[src/rtl/recepcion_serial.sv]
// rtl/recepcion_serial.sv - serial receiver for the sda link: deserialise, glitch/range check, report
// One frame per parareloj rising edge; results appear as one-cycle valid/err pulses.
module recepcion_serial #(
   parameter int DATA_W     = 3,
   parameter int BIT_CYCLES = 2,
   parameter int MIN_CODE   = 1,
   parameter int MAX_CODE   = 6,
   parameter int ERRCNT_W   = 8
) (
   input  logic                clk2,
   input  logic                reset2,
   input  logic                sda,
   input  logic                parareloj,
   output logic [DATA_W-1:0]   dataout,
   output logic                valid,
   output logic                err,
   output logic                busy,
   output logic [ERRCNT_W-1:0] err_count
);

   localparam int IDX_W = (DATA_W > 1) ? $clog2(DATA_W) : 1;
   localparam int CYC_W = (BIT_CYCLES > 1) ? $clog2(BIT_CYCLES) : 1;

   typedef enum logic [1:0] {IDLE, RECV, CHECK} state_t;

   state_t                state_q, state_d;
   logic                  parareloj_q, parareloj_d;
   logic [DATA_W-1:0]     shreg_q, shreg_d;
   logic                  ref_bit_q, ref_bit_d;
   logic                  glitch_q, glitch_d;
   logic [IDX_W-1:0]      bit_idx_q, bit_idx_d;
   logic [CYC_W-1:0]      cyc_q, cyc_d;
   logic [DATA_W-1:0]     dataout_q, dataout_d;
   logic                  valid_q, valid_d;
   logic                  err_q, err_d;
   logic                  busy_q, busy_d;
   logic [ERRCNT_W-1:0]   err_count_q, err_count_d;
   logic                  start;
   logic                  code_ok;

   assign start   = parareloj & ~parareloj_q;
   assign code_ok = (shreg_q >= DATA_W'(MIN_CODE)) && (shreg_q <= DATA_W'(MAX_CODE));

   always_comb begin
      state_d     = state_q;
      parareloj_d = parareloj;
      shreg_d     = shreg_q;
      ref_bit_d   = ref_bit_q;
      glitch_d    = glitch_q;
      bit_idx_d   = bit_idx_q;
      cyc_d       = cyc_q;
      dataout_d   = dataout_q;
      valid_d     = 1'b0;
      err_d       = 1'b0;
      busy_d      = busy_q;
      err_count_d = err_count_q;

      case (state_q)
         IDLE: begin
            if (start) begin
               state_d   = RECV;
               bit_idx_d = IDX_W'(DATA_W - 1);
               cyc_d     = '0;
               glitch_d  = 1'b0;
               busy_d    = 1'b1;
            end
         end
         RECV: begin
            // First clock of a bit captures it; the rest must agree or the frame is glitched.
            if (cyc_q == '0) begin
               shreg_d   = {shreg_q[DATA_W-2:0], sda};
               ref_bit_d = sda;
            end else if (sda != ref_bit_q) begin
               glitch_d = 1'b1;
            end
            if (cyc_q == CYC_W'(BIT_CYCLES - 1)) begin
               cyc_d = '0;
               if (bit_idx_q == '0) state_d = CHECK;
               else                 bit_idx_d = bit_idx_q - IDX_W'(1);
            end else begin
               cyc_d = cyc_q + CYC_W'(1);
            end
         end
         CHECK: begin
            state_d = IDLE;
            busy_d  = 1'b0;
            if (!glitch_q && code_ok) begin
               dataout_d = shreg_q;
               valid_d   = 1'b1;
            end else begin
               err_d = 1'b1;
               if (err_count_q != '1) err_count_d = err_count_q + ERRCNT_W'(1);
            end
         end
         default: state_d = IDLE;
      endcase
   end

   always_ff @(posedge clk2) begin
      if (reset2) begin
         state_q     <= IDLE;
         parareloj_q <= 1'b0;
         shreg_q     <= '0;
         ref_bit_q   <= 1'b0;
         glitch_q    <= 1'b0;
         bit_idx_q   <= '0;
         cyc_q       <= '0;
         dataout_q   <= '0;
         valid_q     <= 1'b0;
         err_q       <= 1'b0;
         busy_q      <= 1'b0;
         err_count_q <= '0;
      end else begin
         state_q     <= state_d;
         parareloj_q <= parareloj_d;
         shreg_q     <= shreg_d;
         ref_bit_q   <= ref_bit_d;
         glitch_q    <= glitch_d;
         bit_idx_q   <= bit_idx_d;
         cyc_q       <= cyc_d;
         dataout_q   <= dataout_d;
         valid_q     <= valid_d;
         err_q       <= err_d;
         busy_q      <= busy_d;
         err_count_q <= err_count_d;
      end
   end

   assign dataout   = dataout_q;
   assign valid     = valid_q;
   assign err       = err_q;
   assign busy      = busy_q;
   assign err_count = err_count_q;

endmodule

[config.mk]
export PLATFORM = sky130hd
export DESIGN_NAME = recepcion_serial
export DESIGN_NICKNAME = d
export VERILOG_FILES = /design/src/rtl/recepcion_serial.sv
export SDC_FILE = /design/constraint.sdc
export NUM_CORES = 1
export LEC_CHECK = 0
export CAP_MARGIN = 40
export CORE_UTILIZATION = 56
export DETAILED_ROUTE_END_ITERATION = 10
export PLACE_DENSITY_LB_ADDON = 0.05
export SYNTH_ARGS = -nofsm -noshare
export SYNTH_HDL_FRONTEND = slang
export SYNTH_SLANG_ARGS = --single-unit
[constraint.sdc]
create_clock -name clk2 -period 2.5 [get_ports clk2]
set_clock_uncertainty 0.05 [all_clocks]
set_input_delay 0.5 -clock clk2 [delete_from_list [all_inputs] [get_ports clk2]]
set_output_delay 0.5 -clock clk2 [all_outputs]
set_load 0.02 [all_outputs]
Figure 1. The metal 2 layer (run 1).
Scale: 10 px per micron. Cells faint in the background.
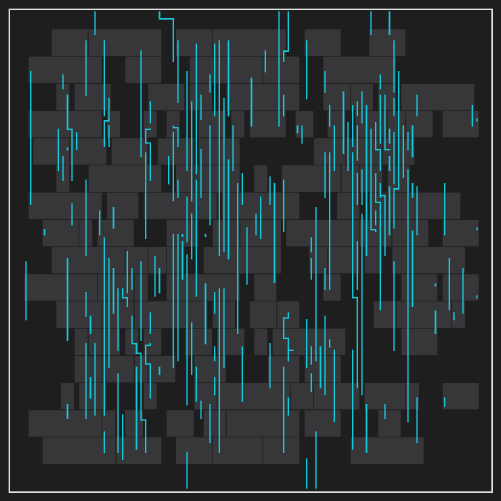
- nets with wire on the layer: 119
- wire length on this layer: 975 microns
- main direction: vertical

Figure 2. Clock wiring as the flow saved it (run 1).
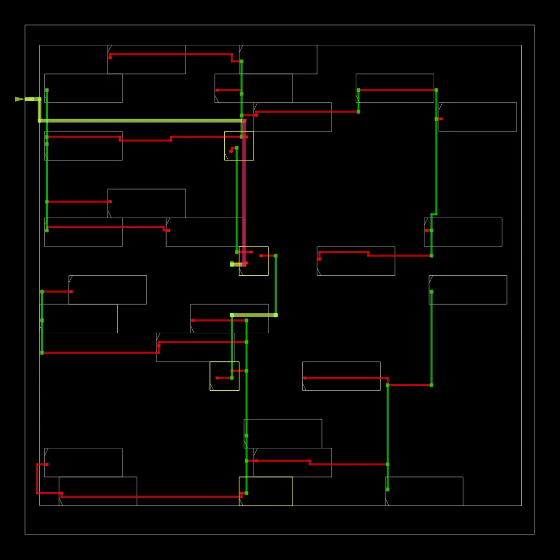
power of the clock network: 0.211 mW
Late-Pin Clk Latency: 0.32 ns
# clk buffers: 4
TritonCTS buffer count: 3

==> flow_summary.json, run 1 <==
{
  "seq_power_mw": 0.416,
  "dieWidth_microns": 48.1,
  "warnings": 26,
  "route.vias.total": 904,
  "place_ws_ns": 0.479,
  "taps": 27,
  "combGateArea_sq_um": 636,
  "hold-worst-slack_ns": 0.435,
  "ant_nets": 0,
  "leakagePower_nw": 0.490,
  "fin_ws_ns": 0.549,
  "grt_pass1_vias": 763,
  "p_sw_mw": 0.188,
  "post-route-util_pct": 69.6,
  "cpPeakStageDelay_ns": 0.63,
  "netlist_instances": 123,
  "rsz0062_at_grt": "false",
  "hold_buffers": 0,
  "reg2reg_depth": 4,
  "hold_end": "busy",
  "worstSetupStartpointType": "flip-flop",
  "cts.htree.levels": 1,
  "grtUsageMet3_pct": 4.44,
  "signal_buffers": 18,
  "path_cells": "clkdlybuf4s50_1",
  "slew-limit-headroom_pct": 65.8,
  "cp-end-kind": "primary output",
  "drt_iter0_drc": 15,
  "ys_cells": 123,
  "drive_gt1_share_pct": 11.8,
  "hp-class": "reg2reg",
  "synthesis.nets": 129,
  "fin_setup_tns_ns": 0,
  "status": "finished, final reports clean",
  "nMultiInputCombCells": 86,
  "powerDensity_nw_per_um2": 519,
  "final-clk-cell-share_pct": 2.63,
  "cp_num_buf_inv": 1,
  "simple_gate_area_share_pct": 27.4,
  "clkPwrFrac_pct": 29.5,
  "dp.cells": 159,
  "yosys_warnings": 0,
  "dieArea_sq_um": 2320,
  "p_int_mw": 0.527,
  "grt.busiest_layer": "met2",
  "top_layer_used": "met4",
  "layout.cells.most_common": "dfxtp_1",
  "yosysTopAreaCellShare_pct": 40.3,
  "die_y_microns": 48.1,
  "crit_slowest_cell": "clkdlybuf4s50_1",
  "p_comb_share_pct": 12.3,
  "core-area_sq_um": 1980,
  "fmax_mhz": 513,
  "yosysMostFrequentCell": "dfxtp_1",
  "cts_resized": 0,
  "dp_hpwl_microns": 1440,
  "m1WireLength_microns": 1040,
  "fp_util_pct": 60.2,
  "worstHoldPathCells": 2,
  "wire_per_inst_microns": 12.8,
  "final_cell_mix": "dfxtp_1 (24), clkdlybuf4s50_1 (17), nor2_1 (13), nor3_1 (8), mux2i_1 (7)",
  "synth_area_leader_cell": "dfxtp_1",
  "synth_cell_types": 44,
  "gr-usage-met1_pct": 24.9,
  "setup_viol": 0,
  "gr-total-overflow": 0,
  "ys.flop_type": "dfxtp_1",
  "switching_share_pct": 26.3,
  "mux_share_pct": 8.08,
  "cts_max_path_buffers": 2,
  "top_logic_kind": "simple AND/OR/NAND/NOR gates",
  "seq_share_pct": 34.8,
  "io_buffers": 17,
  "crit_fanout": 7,
  "holdCritStartpoint": "busy",
  "placed_area_sq_um": 1340,
  "xor_share_pct": 0.735,
  "finalPower_mw": 0.715,
  "tightest_slew_ns": 0.511,
  "met2_usage_pct": 33.1,
  "r2r-start": "state_q[1]",
  "cts_tree": "built",
  "syn_to_final_growth_pct": 15.6,
  "regArea_sq_um": 480,
  "hold_violations": 0,
  "wl_met3_microns": 56,
  "power.group.top": "registers",
  "comb-cell-share_pct": 46.1,
  "common_cells": "dfxtp_1 (24), nor2_1 (13), nor3_1 (8), mux2i_1 (7)",
  "critical_path_cell_count": 1,
  "reg2reg_to": "err_count[0]",
  "arrival_ns": 1.40,
  "clkTransAtPathRegs_ns": 0.14,
  "synthAoiAreaFrac_pct": 15.0,
  "period_minus_slack_ns": 1.95,
  "top_cells_by_area": "dfxtp_1 (40%), mux2i_1 (5.9%), nor2_1 (4.1%)",
  "met2_wirelength_microns": 974,
  "antenna_found_initial": 0,
  "ys_async_sr_fraction_pct": 0,
  "buffer_area_share_pct": 12.9,
  "pin_count": 18,
  "rows": 16,
  "layout.nets": 143,
  "antenna_cells": 0,
  "cp_data_required_time_ns": 1.95
}
Figure 3. Routed clock nets over the placement (run 1).
Scale: 10 px per micron.
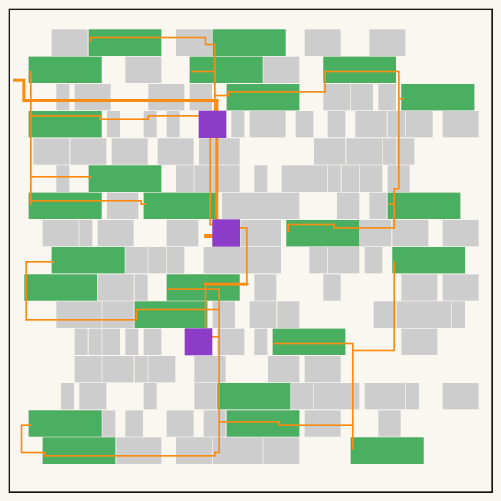
- flip-flops: green (count 24)
- clock wires: orange (length 314 microns)
- clock drivers: purple (count 3)
- flops lie: widely spread
- routed clock nets: 4

run 1: worst max path at each step:
stage	startpoint	endpoint	slack [ns]
6_report	err_count[5]	err_count[5]	0.55
3_3_place_gp	parareloj	bit_idx_q[1]	0.51
5_1_grt	err_count[5]	err_count[5]	0.46
2_1_floorplan	err_count[0]	err_count[0]	0.86
4_1_cts	err_count[5]	err_count[5]	0.55
3_5_place_dp	parareloj	bit_idx_q[1]	0.48
run 1: worst min-delay path, cell delays in order, from the launching register on:
cell and delay (ns):
dfxtp_1 0.34, inv_1 0.05, a211oi_1 0.05
run 1: sequential cells by signal, summed over array words and instances, names as in the netlist:
name and flops:
bit_idx_q 2, busy 1, cyc_q 1, dataout 3, err 1, err_count 8, glitch_q 1, parareloj_q 1
shreg_q 3, state_q 2, valid 1
Figure 4. Placement by cell class (run 1).
Scale: 8 px per micron. Fill, decap, tap and diode cells in grey.
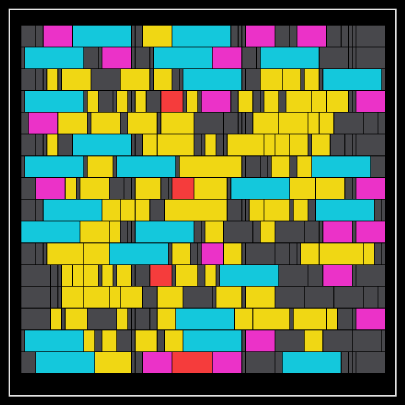

==> inputs of run 2 (changes only) <==
Settings changed: CORE_UTILIZATION 56 to 52.
Clock period 2.5 ns to 1.8 ns, I/O delays scaled along.
Figure 5. Placement by cell class (run 2).
Scale: 8 px per micron. Fill, decap, tap and diode cells in grey.
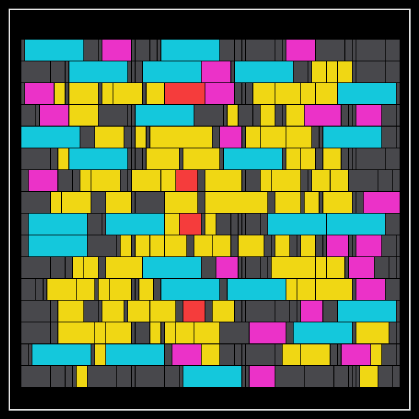
- combinational and other logic: yellow (cells 90)
- clock drivers and dummy loads: red (cells 4)
- flops: cyan (cells 24)
- other buffers and delay cells: magenta (cells 21)
Layout Utilization: 68.1%
Seq area share: 34.2%
num rows: 16
core area: 2060 sq um
post-route cell area: 1400 sq um

Figure 6. Wires at chosen ports, followed through buffers (run 2).
Scale: 8 px per micron.
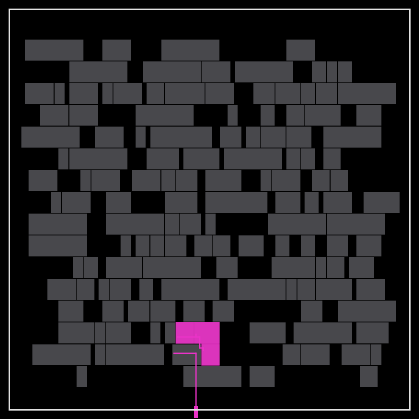
- parareloj: magenta (bits 1; direction input; edge bottom; end cells 3; buffers 1; wire 14.7 microns)
I/O Buffers: 17
IO Pins: 18

==> run 2 against run 1 <==
Net effect:
- worst setup slack worse by 0.46 ns
- clock power rose by 32%
- non-clock buffer count is 3 higher
- core utilization fell by 1.5 points
- die size rose by 7.4%
- critical path type unchanged
- largest power group unchanged
- global-route usage fell by 1.1 points
- clock-buffer cell count unchanged
- final cell count grew 1.8%
- critical endpoint is now err_count[7]
- synthesized area is the same
- sequential power increased by 38%
- synthesized cell count unchanged
==> flow_summary.json, run 2 <==
{
  "reg2reg_to": "err_count[3]",
  "arrival_ns": 1.30,
  "xor_share_pct": 0.735,
  "cp_data_required_time_ns": 1.39,
  "die_y_microns": 49.9,
  "wire_per_inst_microns": 12.4,
  "p_comb_share_pct": 12.9,
  "top_logic_kind": "simple AND/OR/NAND/NOR gates",
  "crit_slowest_cell": "clkdlybuf4s50_1",
  "synthAoiAreaFrac_pct": 15.0,
  "common_cells": "dfxtp_1 (24), nor2_1 (13), nor3_1 (8), mux2i_1 (7)",
  "layout.nets": 146,
  "antenna_cells": 0,
  "hold_buffers": 0,
  "insertion_delay_ns": 0.30,
  "ys_cells": 123,
  "switching_share_pct": 25.1,
  "hold_violations": 0,
  "synth_area_leader_cell": "dfxtp_1",
  "fmax_mhz": 586,
  "cts.htree.levels": 1,
  "nClkBuffers": 4,
  "cts_tree": "built",
  "reg2reg_depth": 4,
  "taps": 27,
  "placed_area_sq_um": 1370,
  "route.vias.total": 914,
  "combGateArea_sq_um": 636,
  "netlist_instances": 123,
  "vias_per_cell": 5.51,
  "warnings": 26,
  "yosysTopAreaCellShare_pct": 40.3,
  "cp-startpoint": "err_count[7]",
  "cts_resized": 4,
  "syn_to_final_growth_pct": 17.7,
  "seq_power_mw": 0.576,
  "cts_max_path_buffers": 2,
  "comb-cell-share_pct": 45.3,
  "holdCritStartpoint": "busy",
  "cts_buffers": 3,
  "drt_iter0_drc": 23,
  "clock_net_power_mw": 0.278,
  "simple_gate_area_share_pct": 27.4,
  "final-clk-cell-share_pct": 2.58,
  "yosys_warnings": 0,
  "grt_pass1_vias": 845,
  "top_cells_by_area": "dfxtp_1 (40%), mux2i_1 (5.9%), nor2_1 (4.1%)",
  "final_cell_mix": "dfxtp_1 (24), nor2_1 (13), clkdlybuf4s50_1 (10), nor3_1 (8), mux2i_1 (7)",
  "rsz0062_at_grt": "false",
  "worstSetupStartpointType": "flip-flop",
  "regArea_sq_um": 480,
  "dp_hpwl_microns": 1490,
  "dieWidth_microns": 49.9,
  "p_int_mw": 0.734,
  "buffer_area_share_pct": 14.4,
  "status": "finished, final reports clean",
  "r2r-start": "shreg_q[2]",
  "ant_nets": 0,
  "crit_fanout": 4,
  "finalPower_mw": 0.981,
  "synth_cell_types": 44,
  "timing.final.crit_share_pct": 94.9,
  "leakagePower_nw": 0.580,
  "p_sw_mw": 0.247,
  "path_cells": "clkdlybuf4s50_1",
  "dieArea_sq_um": 2490,
  "tightest_slew_ns": 0.420,
  "slew-limit-headroom_pct": 71.9,
  "cp-end-kind": "primary output",
  "power.group.top": "registers",
  "ys.flop_type": "dfxtp_1",
  "fp_util_pct": 57.8,
  "worstHoldPathCells": 2,
  "synthesis.nets": 129,
  "nMultiInputCombCells": 86,
  "cpPeakStageDelay_ns": 0.61,
  "hold-worst-slack_ns": 0.431,
  "drive_gt1_share_pct": 13.7,
  "cp_num_buf_inv": 1
}
-- run 2: cell counts after synthesis --
No cell type changed its count.
-- run 2: worst reg2reg max path, stage by stage, from the launching register on --
cell	delay, ns
dfxtp_1	0.39
or3_4	0.43
a31oi_4	0.25
nand3_2	0.11
mux2_4	0.30
-- run 2: through the flow --
step | TNS [ns] | instances | setup WS (ns)
floorplan | 0 | 123 | 0.161
global placement | -0.103 | 162 | -0.0582
detailed placement | -0.218 | 162 | -0.0929
CTS | 0 | 166 | 0.0259
global route | 0 | 166 | 0.0353
finish | 0 | 166 | 0.0926
-- run 2: per-layer routing --
layer / vias up / part of all wire (%) / GRT usage (%)
met5: - / 0 / 0
met4: 0 / 0.73 / 7.14
met3: 2 / 3.7 / 2.78
met2: 20 / 45 / 30.2
met1: 413 / 50 / 25.3
li1: 479 / - / -
==> inputs of run 3 (changes only) <==
Settings changed: CORE_UTILIZATION 52 to 30, CTS_BUF_LIST set to sky130_fd_sc_hd__clkbuf_16.
==> run 3 against run 2 <==
Net effect:
- final cell count grew 14%
- wire length grew 8.5%
- power grew 20%
- worst setup slack lost 0.0074 ns
- non-clock buffer count grew 3
- combinational power grew about 10%
- die size grew 70%
- synthesized area is the same
- via count grew 1.6%
- critical endpoint is now err_count[5]
- highest routed layer unchanged
==> flow_summary.json, run 3 <==
{
  "tightest_slew_ns": 0.431,
  "worstSetupPathType": "reg2out",
  "drive_gt1_share_pct": 14.9,
  "warnings": 26,
  "netlist_instances": 123,
  "p_sw_mw": 0.263,
  "rrSetupSlack_ns": 0.17,
  "cts_resized": 0,
  "holdCritStartpoint": "busy",
  "critical_path_cell_count": 1,
  "slew-limit-headroom_pct": 71.2,
  "ant_nets": 0,
  "cts.htree.levels": 1,
  "pin_count": 18,
  "fin_setup_tns_ns": 0,
  "yosysMostFrequentCell": "dfxtp_1",
  "timing.final.crit_share_pct": 95.3,
  "design_area_sq_um": 1490,
  "crit_path_end": "err_count[5]",
  "powerDensity_nw_per_um2": 789,
  "crit_slowest_cell": "clkdlybuf4s50_1",
  "synthAoiAreaFrac_pct": 15.0,
  "clkTransAtPathRegs_ns": 0.06,
  "io_buffers": 17,
  "hp-class": "reg2reg",
  "dp.cells": 186,
  "route.vias.total": 929,
  "m1WireLength_microns": 1040,
  "cpPeakStageDelay_ns": 0.63,
  "yosysTopAreaCellShare_pct": 40.3,
  "layout.nets": 149,
  "grt_pass1_vias": 923,
  "worstHoldPathCells": 2,
  "synth_cell_types": 44,
  "clkPwrFrac_pct": 39.3,
  "leakagePower_nw": 0.536,
  "core-area_sq_um": 3740,
  "reg2reg_to": "err_count[3]",
  "synth-seq-cells": 24,
  "hold-worst-slack_ns": 0.414,
  "fp_util_pct": 31.9,
  "path_cells": "clkdlybuf4s50_1",
  "dieArea_sq_um": 4230,
  "insertion_delay_ns": 0.25,
  "place_ws_ns": -0.0924,
  "dieWidth_microns": 65.0,
  "ys_cells": 123,
  "final_cell_mix": "dfxtp_1 (24), clkdlybuf4s50_1 (17), nor2_1 (13), nor3_1 (8)",
  "rsz0062_at_grt": "false",
  "setup_viol": 0,
  "gr-total-overflow": 0,
  "dp_hpwl_microns": 1700,
  "ys_area_sq_um": 1190,
  "ys.flop_type": "dfxtp_1",
  "yosys_warnings": 0,
  "top_cells_by_area": "dfxtp_1 (40%), mux2i_1 (5.9%), nor2_1 (4.1%)",
  "ys_async_sr_fraction_pct": 0,
  "synthesis.nets": 129,
  "crit_fanout": 7,
  "cp_num_buf_inv": 1,
  "period_minus_slack_ns": 1.71,
  "simple_gate_area_share_pct": 27.4,
  "cp-end-kind": "primary output",
  "status": "finished, final reports clean",
  "instances_no_fill": 189,
  "cts_root_buffer": "clkbuf_16",
  "p_int_mw": 0.912,
  "placed_area_sq_um": 1410,
  "vias_per_cell": 4.92,
  "syn_to_final_growth_pct": 24.9,
  "path_delay_family": "buffers and inverters",
  "arrival_ns": 1.30,
  "finalPower_mw": 1.17,
  "largest_register_ffs": 8,
  "reg2reg_depth": 4,
  "clock_net_power_mw": 0.462,
  "common_cells": "dfxtp_1 (24), nor2_1 (13), nor3_1 (8), mux2i_1 (7)",
  "power.group.top": "registers",
  "layout.cells.most_common": "dfxtp_1",
  "cp_data_required_time_ns": 1.39,
  "cts_max_path_buffers": 2,
  "top_logic_kind": "simple AND/OR/NAND/NOR gates",
  "met2_wirelength_microns": 1110,
  "fmax_mhz": 583,
  "mux_share_pct": 8.08,
  "drt_iter0_drc": 39,
  "cp-startpoint": "err_count[5]",
  "p_comb_share_pct": 11.9,
  "wl_met3_microns": 66,
  "avgSynthCellArea_sq_um": 9.69,
  "antenna_cells": 0,
  "fin_ws_ns": 0.0851,
  "wire_per_inst_microns": 11.8,
  "xor_share_pct": 0.735,
  "cts_tree": "built",
  "antenna_found_initial": 0,
  "top_layer_used": "met4",
  "hold_buffers": 0,
  "synth_area_leader_cell": "dfxtp_1",
  "worstSetupStartpointType": "flip-flop",
  "hold_violations": 0,
  "seq_power_mw": 0.573,
  "hold_end": "busy",
  "grt_pass1_wl_microns": 4020,
  "r2r-start": "shreg_q[1]",
  "switching_share_pct": 22.4
}
-- run 3: cell counts after synthesis --
No cell type changed its count.
-- run 3: metal layers --
layer / GRT usage (%) / up-vias
met4: 3.26 / 0
li1: - / 477
met2: 22.0 / 9
met3: 4.23 / 2
met1: 13.8 / 441
met5: 0 / -
-- run 3: final cells by class --
| type | count | area (sq um) | share of cell area [%] |
|---|---|---|---|
| Inverter | 4 | 15.0 | 1.01 |
| Sequential cell | 24 | 480 | 32.3 |
| Multi-Input combinational cell | 86 | 636 | 42.7 |
| Clock buffer | 3 | 75.1 | 5.04 |
| Tap cell | 48 | 60.1 | 4.03 |
| Timing Repair Buffer | 24 | 223 | 15.0 |
Figure 7. Wires at chosen ports, followed through buffers (run 3).
Scale: 6 px per micron.
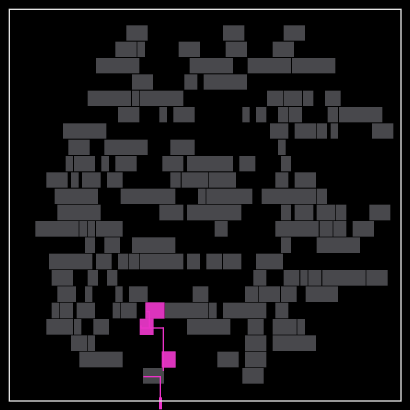
- parareloj: magenta (bits 1; direction input; edge bottom; end cells 3; buffers 1; wire 20.7 microns)

Figure 8. Placement by cell class (run 3).
Scale: 6 px per micron. Fill, decap, tap and diode cells in grey.
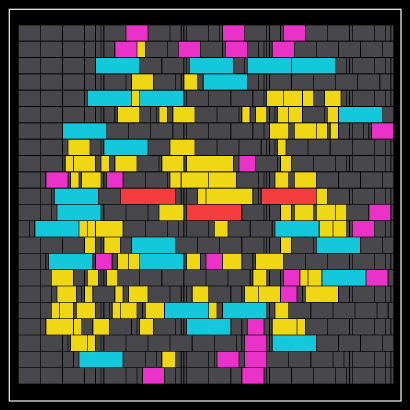
- combinational and other logic: yellow (cells 90)
- other buffers and delay cells: magenta (cells 24)
- flops: cyan (cells 24)
- clock drivers: red (cells 3)
Seq area share: 32.3%
Layout Utilization: 39.8%
num rows: 22

No activity file was given, so power comes from the tool's default toggle rates.
